File: src/rtl/fir_pkg.sv
// Constants shared by the FIR datapath blocks (myfir, signal_gen, data_sink, fir_out_buffer).
package fir_pkg;
    localparam int NB        = 10;
    localparam int DEPTH_DEF = 8;
    localparam int DROPS_W   = 8;
endpackage

File: src/rtl/fir_buf_mem.sv
// DEPTH x NB register file: one synchronous write port, one asynchronous read port.
module fir_buf_mem import fir_pkg::*; #(
    parameter int DEPTH = fir_pkg::DEPTH_DEF,
    parameter int W     = fir_pkg::NB,
    parameter int AW    = $clog2(DEPTH)
) (
    input  logic          CLK,
    input  logic          we,
    input  logic [AW-1:0] waddr,
    input  logic [W-1:0]  wdata,
    input  logic [AW-1:0] raddr,
    output logic [W-1:0]  rdata
);

    logic [W-1:0] mem [DEPTH];

    always_ff @(posedge CLK) begin
        if (we) mem[waddr] <= wdata;
    end

    assign rdata = mem[raddr];

endmodule

File: src/rtl/fir_out_buffer.sv
// Elastic FIFO stage after myfir: absorbs un-throttled FIR samples and re-presents
// them under valid/ready, counting any sample lost to overflow.
module fir_out_buffer import fir_pkg::*; #(
    parameter int NB    = fir_pkg::NB,
    parameter int DEPTH = fir_pkg::DEPTH_DEF,
    localparam int AW   = $clog2(DEPTH)
) (
    input  logic               CLK,
    input  logic               RST,
    input  logic [NB-1:0]      DIN,
    input  logic               VIN,
    input  logic               RDY,
    output logic [NB-1:0]      DOUT,
    output logic               VOUT,
    output logic               FULL,
    output logic [AW:0]        COUNT,
    output logic               OVF,
    input  logic               CLR_OVF,
    output logic [DROPS_W-1:0] DROPS
);

    localparam logic [AW:0]        DEPTH_C = (AW+1)'(DEPTH);
    localparam logic [DROPS_W-1:0] DROPS_MAX = '1;

    logic [AW-1:0] wptr, rptr, rptr_n;
    logic [AW:0]   count_n;
    logic          push, pop, drop;
    logic [NB-1:0] mem_rdata;

    assign pop    = (COUNT != '0) && RDY;
    assign push   = VIN && ((COUNT != DEPTH_C) || pop);
    assign drop   = VIN && (COUNT == DEPTH_C) && !pop;
    assign rptr_n = pop ? rptr + 1'b1 : rptr;

    always_comb begin
        count_n = COUNT;
        if (push && !pop)      count_n = COUNT + 1'b1;
        else if (pop && !push) count_n = COUNT - 1'b1;
    end

    // Read port looks at the next head so DOUT can be registered.
    fir_buf_mem #(.DEPTH(DEPTH), .W(NB), .AW(AW)) u_mem (
        .CLK   (CLK),
        .we    (push),
        .waddr (wptr),
        .wdata (DIN),
        .raddr (rptr_n),
        .rdata (mem_rdata)
    );

    always_ff @(posedge CLK) begin
        if (!RST) begin
            wptr  <= '0;
            rptr  <= '0;
            COUNT <= '0;
            DOUT  <= '0;
            OVF   <= 1'b0;
            DROPS <= '0;
        end else begin
            if (push) wptr <= wptr + 1'b1;
            rptr  <= rptr_n;
            COUNT <= count_n;
            // Next head being written this same cycle has not reached memory yet.
            if (count_n != '0)
                DOUT <= (push && (wptr == rptr_n)) ? DIN : mem_rdata;
            if (drop) begin
                OVF <= 1'b1;
                if (CLR_OVF)                DROPS <= DROPS_W'(1);
                else if (DROPS != DROPS_MAX) DROPS <= DROPS + 1'b1;
            end else if (CLR_OVF) begin
                OVF   <= 1'b0;
                DROPS <= '0;
            end
        end
    end

    assign VOUT = (COUNT != '0);
    assign FULL = (COUNT == DEPTH_C);

endmodule

File: config.mk
export PLATFORM = sky130hd
export DESIGN_NAME = fir_out_buffer
export DESIGN_NICKNAME = d
export VERILOG_FILES = /design/src/rtl/fir_pkg.sv /design/src/rtl/fir_buf_mem.sv /design/src/rtl/fir_out_buffer.sv
export SDC_FILE = /design/constraint.sdc
export NUM_CORES = 1
export LEC_CHECK = 0
export ABC_AREA = 1
export CORE_MARGIN = 2
export CORE_UTILIZATION = 30
export DETAILED_ROUTE_END_ITERATION = 8
export GPL_TIMING_DRIVEN = 1
export SETUP_SLACK_MARGIN = 0.5
export SLEW_MARGIN = 30
export SYNTH_ARGS = -nofsm -noshare
export SYNTH_HDL_FRONTEND = slang
export SYNTH_SLANG_ARGS = --single-unit
File: constraint.sdc
create_clock -name CLK -period 2.3 [get_ports CLK]
set_input_delay 0.46 -clock CLK [delete_from_list [all_inputs] [get_ports CLK]]
set_output_delay 0.46 -clock CLK [all_outputs]
set_load 0.01 [all_outputs]
==> flow_summary.json <==
{
  "antenna_found_initial": 0,
  "largest_register": "u_mem.mem",
  "synth_cells": 511,
  "fin_setup_tns_ps": 0,
  "r2r-end": "DOUT[5]",
  "final_core_util_pct": 43.4,
  "met2_length_microns": 6590,
  "slowest_delay_ps": 360,
  "drive_above_1_share_pct": 27.5,
  "r2r_cells": 13,
  "met3_length_microns": 693,
  "hold_depth": 2,
  "final_cells": 827,
  "grt_max_degree": 22,
  "synth_area_per_cell_sq_um": 9.58,
  "grt-ovfl-total": 0,
  "cp_top_family": "simple AND/OR/NAND/NOR gates",
  "tightest_slew_ps": 385,
  "worstPathRequired_ps": 2550,
  "top_regs": "u_mem.mem (80), DOUT (10), DROPS (8)",
  "hold_end": "DROPS[7]",
  "cpMostUsedCell": "nor2_1",
  "grt_use_met3_pct": 3.84,
  "crit_arrival_ps": 2110,
  "fp_util_pct": 30.7,
  "hpwlAfterDp_microns": 7920,
  "place_congestion": 0.886,
  "dpl_cell_area_sq_um": 5920,
  "start_kind": "flop",
  "final_area_sq_um": 6920,
  "yosys_warnings": 0,
  "tool_warnings": 30,
  "postCtsHoldBufs": 0,
  "layout.nets": 626,
  "use_met2_pct": 26.2,
  "chipArea_sq_um": 17400,
  "holdWs_ps": 473,
  "synth-async-reset-ratio_pct": 0,
  "placeableCoreArea_sq_um": 15900,
  "setup.worst_path.end_class": "flop",
  "clk_pin_slew_worst_paths_ps": 70,
  "ys.flops": 109,
  "ant_nets": 0,
  "rows": 46,
  "grt_pass1_wl_microns": 20900,
  "clkSinkCount": 109,
  "largest_reg_flops": 80,
  "grt_pass1_vias": 4012,
  "drt_drc_violations_left": 0,
  "portBuffers": 39,
  "n_antenna_cell": 0,
  "power_density_nw_per_um2": 972,
  "hold_start": "DROPS[7]",
  "synth_cell_type_count": 30,
  "period_needed_ps": 1860,
  "leakage_nw": 2.75,
  "die_w_microns": 132,
  "htree_levels": 3,
  "top_usage_layer": "met2",
  "final_hold_viol_count": 0,
  "vias_per_cell": 4.83,
  "worst_slack_ps": 442,
  "hold_class": "reg -> reg",
  "post-place-cells": 786,
  "pin_count": 40,
  "timing.rr.start": "COUNT[1]",
  "grt_setup_unrepaired": "yes",
  "edf_count": 80,
  "r2r_slack_ps": 440,
  "layout_top_cells": "edfxtp_1, nor2_1, nand2_1",
  "floorplan.nets": 531,
  "cts_tree": "done",
  "status": "finished clean",
  "crit_type": "reg -> reg",
  "dieHeight_microns": 132,
  "cp_slowest_cell": "dfxtp_4",
  "ctsLongestPathBuffers": 2,
  "drt_iter0_drc": 189,
  "cts_root_buffer": "clkbuf_16",
  "met1Wirelength_microns": 5760,
  "clock.fmax_mhz": 538,
  "min_period_over_period_pct": 80.8,
  "top_layer_used": "met4",
  "yosys.stat.seqShare_pct": 60.9,
  "cp_cell_sequence": "inv_4 -> ha_4 -> nand2_8 -> nand2_8 -> nand2_8 -> nand2_8 -> buf_4 -> o21ai_0 -> nor2_1 -> nor2_1 -> nor2_1 -> nor2_1 -> nor2_1",
  "ys_chip_area_sq_um": 4890,
  "setup_viol": 0,
  "layout_top_cell": "edfxtp_1",
  "synth_top_flop_cell": "edfxtp_1",
  "ys_cells": 511,
  "maxSlewHeadroom_pct": 74.3,
  "total_power_mw": 6.72,
  "grtUsageMet1_pct": 18.9,
  "worstPathMaxFanout": 7,
  "dr.pass1.iters": 4,
  "area_delta_synth_final_pct": 41.3,
  "drv_slew": 0,
  "irDropWorstVdd_mv": 0.594,
  "crit_buf_inv": 2,
  "synthesis.area_sq_um": 4890,
  "cap_violations": 0,
  "pre_cts_ws_ps": -170
}
==> cells by family (layout without fill, tap and decap cells) <==
family	Yosys count	after routing	synth area share, %
AND/OR/NAND/NOR	226	232	20.1
flip-flops	109	109	60.9
AND-OR/OR-AND	87	87	9.56
buffers and inverters	78	172	7.05
XOR/XNOR	6	6	1.07
adder cells (fa/ha/maj)	5	5	1.28
==> timing repair <==
item                       in CTS  in global routing
gates resized                  64                 58
cloned                          6                  3
hold endpoints to repair        0                  0
setup endpoints to repair     102                 99
setup buffers                  10                  6
pin swaps                      18                 20
==> worst max-delay path by stage <==
stage	from	end	slack (ps)	cells past startpoint
global route	COUNT[1]	DOUT[4]	310	15
global placement	RDY	DOUT[7]	-60	13
finish	COUNT[1]	DOUT[5]	440	13
detailed placement	RDY	DOUT[0]	-170	13
CTS	COUNT[0]	DOUT[9]	460	13
floorplan	COUNT[0]	DOUT[0]	490	14
==> cell type report <==
type,instances,area (sq um)
fillers,1499,9030
flip-flops and latches,109,3000
multi-input cells,330,2030
repair buffers,95,1060
well taps,216,270
inverters,61,244
clock buffers,10,229
clock inverters,6,82.6
==> cell usage after synthesis, types with 5 or more instances <==
master / count / area share (%)
o21ai_1: 41 / 4.2
dfxtp_1: 29 / 12
o211ai_1: 9 / 1.4
inv_1: 57 / 4.4
clkbuf_1: 5 / 0.38
nand3_1: 40 / 4.1
a21oi_1: 13 / 1.3
o21ai_0: 21 / 2.1
ha_1: 5 / 1.3
edfxtp_1: 80 / 49
buf_6: 5 / 1.2
nor2_1: 81 / 6.2
nand2_1: 86 / 6.6
==> power by group <==
group / total, mW / switching (mW) / internal [mW]
registers: 2.38 / 0.117 / 2.27
clock network: 1.61 / 0.743 / 0.868
logic: 2.73 / 1.54 / 1.19
total: 6.72 / 2.40 / 4.32
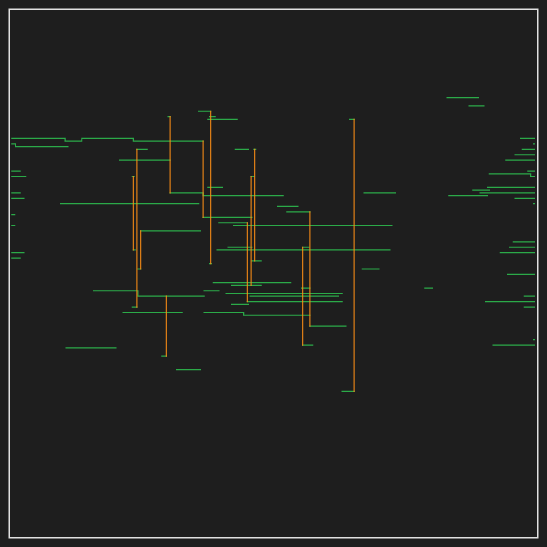
Fig. 1. Wiring by layer.
Drawn at 4 px/micron. Only two layers are drawn.
Key: metal 3 = green [wire length 694 microns]; metal 4 = orange [wire length 354 microns]
via count: 3992
total track usage: 15.4%
final WL: 13400 microns
DR WL/cell: 16.2 microns

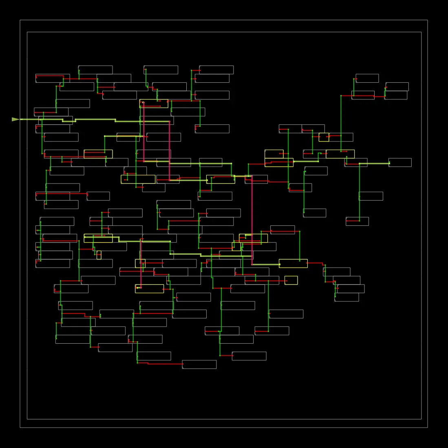
Fig. 2. Clock routing.
Clock Power: 1.61 mW
# clk buffers: 10
Worst-Skew Late Latency: 360 ps
number of CTS-inserted buffers: 9
worst clock skew: 7.56 ps

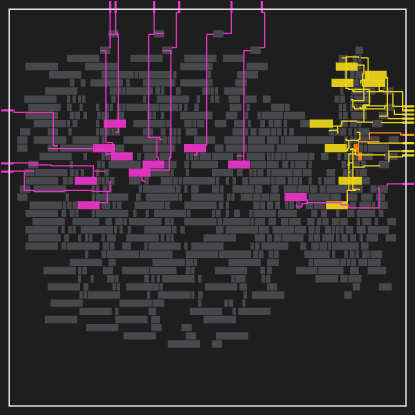
Fig. 3. Nets reached from selected ports.
Drawn at 3 px/micron.
Key: CLR_OVF = orange [bits 1, direction input, edge right, end cells 2, buffers 1, wire 26.5 microns]; DROPS = yellow [bits 8, direction output, edge right, end cells 8, buffers 8, wire 298 microns]; DOUT = magenta [bits 10, direction output, edge 6 top, 3 left, 1 right, end cells 10, buffers 10, wire 544 microns]

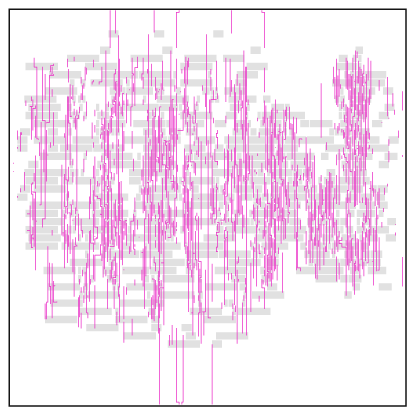
Fig. 4. The metal 2 layer.
Drawn at 3 px/micron. Cells faint in the background.
The layer carries 6590 microns of wire. The longest straight run is 59.2 microns. The layer holds 49% of the routed length. 524 nets have wire on it. The wires run mostly vertical.

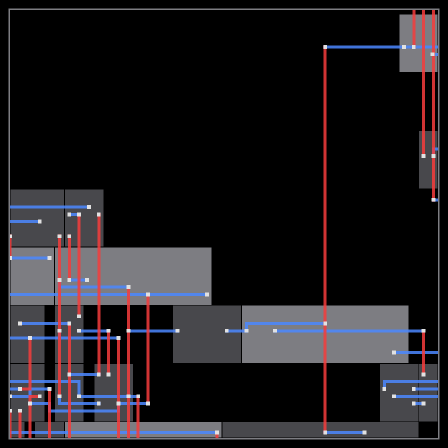
Fig. 5. Close-up of the layout.
Window x 89 to 109, y 89 to 109 microns. Cells in gray, sequential cells in the stronger gray; small squares are vias.
Key: metal 2 = red; metal 1 = blue
11 logic cells have their middle in the window. Most frequent: nand3_1 (2), nand2_1 (2). Netlist names of flops here include DROPS (1), wptr (1). Sequential cells in the window: 2.

Power figures rest on the tool's default switching activity, not on a simulated workload.
